File: src/rtl/flag_bank_if.sv
// Requester-side bus of the shared flag bank: per-requester valid/op/index in,
// one-hot ready plus bank status out.
interface flag_bank_if #(
  parameter int unsigned NUM_REQ   = 4,
  parameter int unsigned NUM_FLAGS = 8,
  parameter int unsigned IDX_W     = (NUM_FLAGS > 1) ? $clog2(NUM_FLAGS) : 1
);
  localparam int unsigned GID_W = $clog2(NUM_REQ);

  logic [NUM_REQ-1:0]       req_valid;
  logic [2*NUM_REQ-1:0]     req_op;
  logic [IDX_W*NUM_REQ-1:0] req_idx;
  logic [NUM_REQ-1:0]       req_ready;
  logic [NUM_FLAGS-1:0]     flags;
  logic                     busy;
  logic [GID_W-1:0]         grant_id;
  logic                     err;

  modport master (
    output req_valid, req_op, req_idx,
    input  req_ready, flags, busy, grant_id, err
  );

  modport slave (
    input  req_valid, req_op, req_idx,
    output req_ready, flags, busy, grant_id, err
  );
endinterface

File: src/rtl/flag_bank_arbiter.sv
// Shared flag bank with a round-robin arbiter applying one set/clear/toggle per grant.
// Define FLAG_BANK_FIXED_PRIO_EN for fixed priority (lowest requester index wins).
module flag_bank_arbiter #(
  parameter int unsigned          NUM_REQ   = 4,
  parameter int unsigned          NUM_FLAGS = 8,
  parameter int unsigned          IDX_W     = (NUM_FLAGS > 1) ? $clog2(NUM_FLAGS) : 1,
  parameter logic [NUM_FLAGS-1:0] RESET_VAL = '0,
  parameter int unsigned          CLK_HZ    = 12_000_000
) (
  input  logic        clk,
  input  logic        rst,
  flag_bank_if.slave  bus
);

  localparam int unsigned GID_W = $clog2(NUM_REQ);

  localparam logic [1:0] OP_NOP    = 2'b00;
  localparam logic [1:0] OP_SET    = 2'b01;
  localparam logic [1:0] OP_CLEAR  = 2'b10;
  localparam logic [1:0] OP_TOGGLE = 2'b11;

  // Reject parameter sets the bank was never meant to support.
  if (NUM_REQ < 2 || NUM_REQ > 8 || NUM_FLAGS == 0 || NUM_FLAGS > 32 ||
      IDX_W < $clog2(NUM_FLAGS) || CLK_HZ == 0) begin : g_bad_cfg
    $error("flag_bank_arbiter: unsupported parameter set");
  end

  typedef enum logic {
    IDLE  = 1'b0,
    APPLY = 1'b1
  } state_t;

  state_t               state;
  logic [1:0]           lat_op;
  logic [IDX_W-1:0]     lat_idx;
  logic [GID_W-1:0]     grant_id;
  logic [NUM_REQ-1:0]   req_ready;
  logic [NUM_FLAGS-1:0] flags;
  logic                 busy;
  logic                 err;

  logic                 win_found;
  logic [GID_W-1:0]     win_id;
  logic [GID_W-1:0]     cand;
  logic [1:0]           win_op;
  logic [IDX_W-1:0]     win_idx;
  logic                 win_oob;
  logic [NUM_FLAGS-1:0] lat_mask;

  // Winner search: first valid requester after the last grant, wrapping.
  always_comb begin
    win_found = 1'b0;
    win_id    = '0;
    cand      = '0;
    for (int unsigned k = 0; k < NUM_REQ; k++) begin
`ifdef FLAG_BANK_FIXED_PRIO_EN
      cand = GID_W'(k);
`else
      cand = GID_W'((32'(grant_id) + 32'(k) + 32'd1) % NUM_REQ);
`endif
      if (!win_found && bus.req_valid[cand]) begin
        win_found = 1'b1;
        win_id    = cand;
      end
    end
  end

  // Pick the winner's op and index out of the packed request buses.
  always_comb begin
    win_op  = OP_NOP;
    win_idx = '0;
    for (int unsigned r = 0; r < NUM_REQ; r++) begin
      if (win_id == GID_W'(r)) begin
        win_op  = bus.req_op[2*r +: 2];
        win_idx = bus.req_idx[IDX_W*r +: IDX_W];
      end
    end
  end

  assign win_oob  = (32'(win_idx) >= NUM_FLAGS);
  assign lat_mask = NUM_FLAGS'(1) << lat_idx;

  // err doubles as the out-of-range marker for the latched op during APPLY.
  always_ff @(posedge clk or posedge rst) begin
    if (rst) begin
      state     <= IDLE;
      lat_op    <= OP_NOP;
      lat_idx   <= '0;
      grant_id  <= GID_W'(NUM_REQ - 1);
      req_ready <= '0;
      busy      <= 1'b0;
      err       <= 1'b0;
      flags     <= RESET_VAL;
    end else begin
      case (state)
        IDLE: begin
          if (win_found) begin
            lat_op    <= win_op;
            lat_idx   <= win_idx;
            grant_id  <= win_id;
            req_ready <= NUM_REQ'(1) << win_id;
            busy      <= 1'b1;
            err       <= win_oob;
            state     <= APPLY;
          end
        end
        APPLY: begin
          if (!err) begin
            case (lat_op)
              OP_NOP:    ;
              OP_SET:    flags <= flags | lat_mask;
              OP_CLEAR:  flags <= flags & ~lat_mask;
              OP_TOGGLE: flags <= flags ^ lat_mask;
            endcase
          end
          req_ready <= '0;
          busy      <= 1'b0;
          err       <= 1'b0;
          state     <= IDLE;
        end
      endcase
    end
  end

  assign bus.req_ready = req_ready;
  assign bus.flags     = flags;
  assign bus.busy      = busy;
  assign bus.grant_id  = grant_id;
  assign bus.err       = err;

endmodule

File: src/flat_wrapper.sv
// flat-port wrapper written by rule: the top's interface ports become plain ports
module flag_bank_arbiter_flat 
#(
  parameter int unsigned          NUM_REQ   = 4,
  parameter int unsigned          NUM_FLAGS = 8,
  parameter int unsigned          IDX_W     = (NUM_FLAGS > 1) ? $clog2(NUM_FLAGS) : 1,
  parameter logic [NUM_FLAGS-1:0] RESET_VAL = '0,
  parameter int unsigned          CLK_HZ    = 12_000_000
)
  (clk, rst, bus_req_valid, bus_req_op, bus_req_idx, bus_req_ready, bus_flags, bus_busy, bus_grant_id, bus_err);
  flag_bank_if #(.NUM_REQ(NUM_REQ), .NUM_FLAGS(NUM_FLAGS), .IDX_W(IDX_W)) bus_i ();
  input  logic clk;
  input  logic rst;
  input wire logic [$bits(bus_i.req_valid)-1:0] bus_req_valid;
  input wire logic [$bits(bus_i.req_op)-1:0] bus_req_op;
  input wire logic [$bits(bus_i.req_idx)-1:0] bus_req_idx;
  output wire logic [$bits(bus_i.req_ready)-1:0] bus_req_ready;
  output wire logic [$bits(bus_i.flags)-1:0] bus_flags;
  output wire logic [$bits(bus_i.busy)-1:0] bus_busy;
  output wire logic [$bits(bus_i.grant_id)-1:0] bus_grant_id;
  output wire logic [$bits(bus_i.err)-1:0] bus_err;
  assign bus_i.req_valid = bus_req_valid;
  assign bus_i.req_op = bus_req_op;
  assign bus_i.req_idx = bus_req_idx;
  assign bus_req_ready = bus_i.req_ready;
  assign bus_flags = bus_i.flags;
  assign bus_busy = bus_i.busy;
  assign bus_grant_id = bus_i.grant_id;
  assign bus_err = bus_i.err;
  flag_bank_arbiter #(.NUM_REQ(NUM_REQ), .NUM_FLAGS(NUM_FLAGS), .IDX_W(IDX_W), .RESET_VAL(RESET_VAL), .CLK_HZ(CLK_HZ)) u_core (.clk(clk), .rst(rst), .bus(bus_i));
endmodule
File: config.mk
export PLATFORM = sky130hd
export DESIGN_NAME = flag_bank_arbiter_flat
export DESIGN_NICKNAME = d
export VERILOG_FILES = /design/src/rtl/flag_bank_if.sv /design/src/rtl/flag_bank_arbiter.sv /design/src/flat_wrapper.sv
export SDC_FILE = /design/constraint.sdc
export NUM_CORES = 1
export LEC_CHECK = 0
export CAP_MARGIN = 25
export CORE_MARGIN = 1
export CORE_UTILIZATION = 29
export DETAILED_ROUTE_END_ITERATION = 6
export PLACE_DENSITY = 0.57
export SKIP_LAST_GASP = 1
export SYNTH_ARGS = -nofsm -noshare
export SYNTH_HDL_FRONTEND = slang
export SYNTH_SLANG_ARGS = --single-unit
export TNS_END_PERCENT = 100
File: constraint.sdc
create_clock -name clk -period 2.47 [get_ports clk]
set_input_delay 0.247 -clock clk [delete_from_list [all_inputs] [get_ports clk]]
set_output_delay 0.247 -clock clk [all_outputs]
set_load 0.05 [all_outputs]
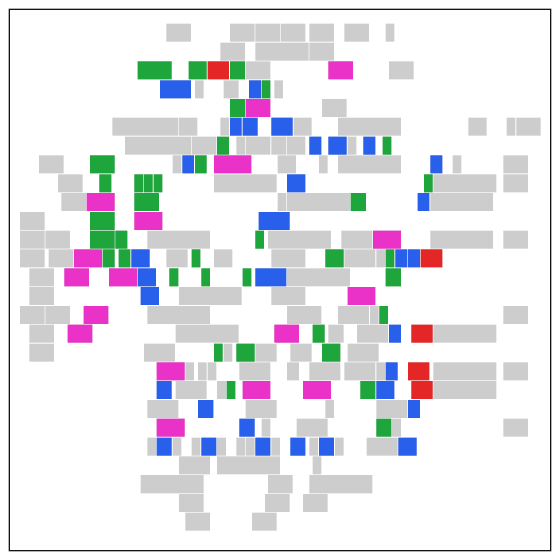
**Above:** gate families picked out.
[aoi and oai cells] blue | cells: 32 | most used: o21ai_0
[mux cells] magenta | cells: 17 | most used: mux2_2
[non-inverting ao/oa cells] red | cells: 5 | most used: a22o_1
[nand cells] green | cells: 37 | most used: nand2_1
Comb area share: 46.4%
most instantiated logic cell after routing: clkdlybuf4s50_1

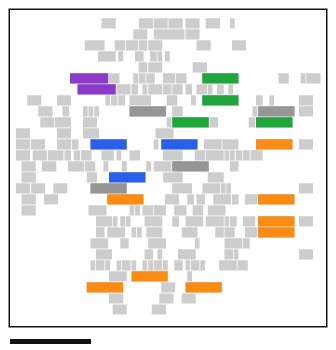
**Above:** where the registers sit.
The bar under the picture is 20 microns long. Other sequential cells in the stronger grey, the rest of the logic in the fainter grey.
[`u_core.bus.req_ready`] green | flops: 4
[`u_core.bus.flags`] orange | flops: 8
[`u_core.bus.grant_id`] purple | flops: 2
[`u_core.lat_idx`] blue | flops: 3
not coloured: 4
Reg area: 528 sq um
Power Sequential: 0.747 mW
Seq area share: 24.5%
Util after Layout: 38.9%

==> job_summary.md <==
### Flow metrics

| Metric | Value |
|---|---|
| Port bufs | `40` |
| Post-route cell area | `2160 sq um` |
| CTS sink count | `21` |
| PostCTS Resize Cnt | `0` |
| Fmax | `0.511 GHz` |
| Worst slack, placed | `339 ps` |
| Largest net degree at the start of global routing | `22` |
| Placed cells | `285` |
| Synth Seq Share | `31.4%` |
| Core area | `5540 sq um` |
| Total power | `2.47 mW` |
| Routed len/inst | `11.5 microns` |
| Largest registers | `u_core.bus.flags: 8 flops, u_core.bus.req_ready: 4 flops, u_core.lat_idx: 3 flops` |
| CP Data Required Time | `2220 ps` |
| Post-synth ARST share | `100%` |
| Worst reg-to-reg path cell count | `6` |
| Violation tally from detailed-route iteration zero | `51` |
| M1 GR Usage | `17.3%` |
| Worst-path fanout max | `9` |
| Met2 WL | `1570 microns` |
| Combinational gate power | `1.49 mW` |
| Vias per cell | `4.69` |
| Adder-Cell Fraction of Synth Area | `11.9%` |
| Post-CTS setup buffer count | `0` |
| Clock network power share | `9.3%` |
| First-pass DRT Iterations | `4` |
| Post-route clock period utilization | `79.3%` |
| Setup CP Type | `reg -> out` |
| VDD IR max | `341 uV` |
| Cells after synthesis | `182` |
| LEAKAGE | `0.907 nW` |
| Gp weighted congestion | `0.742` |
| Most numerous logic cells after layout | `40 x clkdlybuf4s50_1, 19 x nor2_1, 19 x dfrtp_1, 16 x ha_1, 15 x nand2_1` |
| Max clock buf depth | `2` |
| WP data arrival | `1710 ps` |
| Final setup violation count | `0` |
| Largest register FFs | `8` |
| Nets | `260` |
| Non-clk buf share | `20.3%` |
| Area leader, netlist | `dfrtp_1` |
| Num CTS Buffers | `3` |
| Power per cell area | `1150 nW/um^2` |
| Buf+Inv Stages, Crit Path | `1` |
| Status | `completed` |
| Top cells by count, synth | `19 x dfrtp_1, 19 x nor2_1, 16 x ha_1` |
| Mean Syn Cell Area | `9.23 sq um` |
| Clock Skew | `4.53 ps` |
| CLK BUF | `3` |
| H-tree levels | `1` |
| Yosys xor share | `0%` |
| P_sw | `1.19 mW` |
| Post-synth mux share | `11.2%` |
| Sw frac | `48.2%` |
| CP Launch Type | `flip-flop` |
| YS chip area | `1680 sq um` |
| Clock network power | `0.229 mW` |
| Crit path depth | `1` |
| Syn_nets | `224` |
| Flops | `21` |
| Gr ovfl total | `0` |
| Buffers, non-clock | `45` |
| Final period demand of the worst path | `1960 ps` |
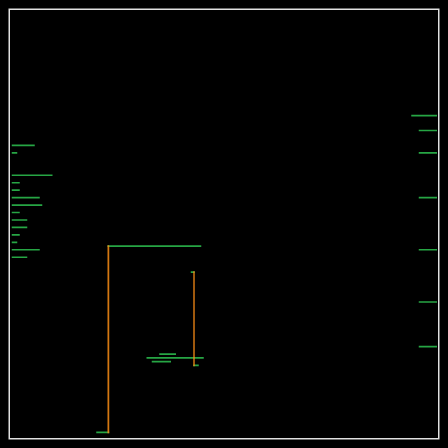
**Above:** wiring by layer.
Two of the layers only.
[M4] orange | wire length: 51.0 microns
[M3] green | wire length: 97.8 microns
GRT Util Overall: 12.1%
via count: 1356

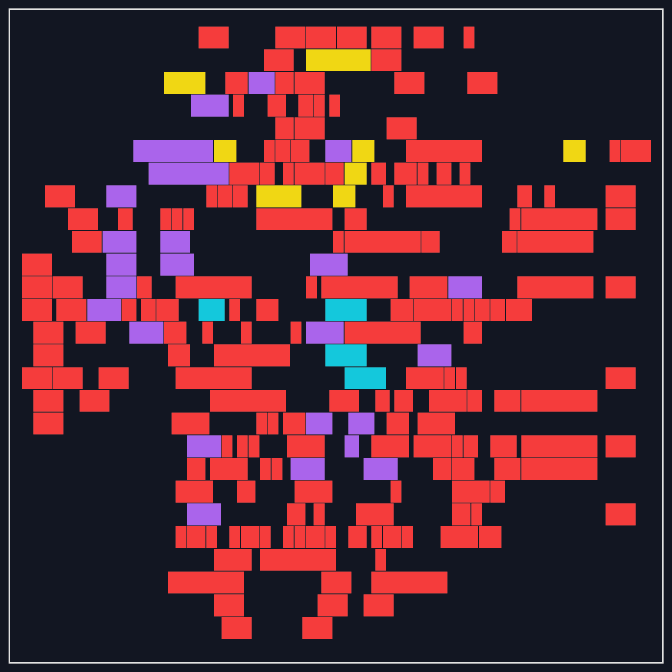
**Above:** sizing map.
[x2] purple | cells: 24
[x1 and smaller] red | cells: 181
[x3 and x4] yellow | cells: 8
[x6 and larger] cyan | cells: 4
Layout area overhead: 28.4%
Final WS setup: 512 ps

Power is estimated from default activity; no workload was simulated.
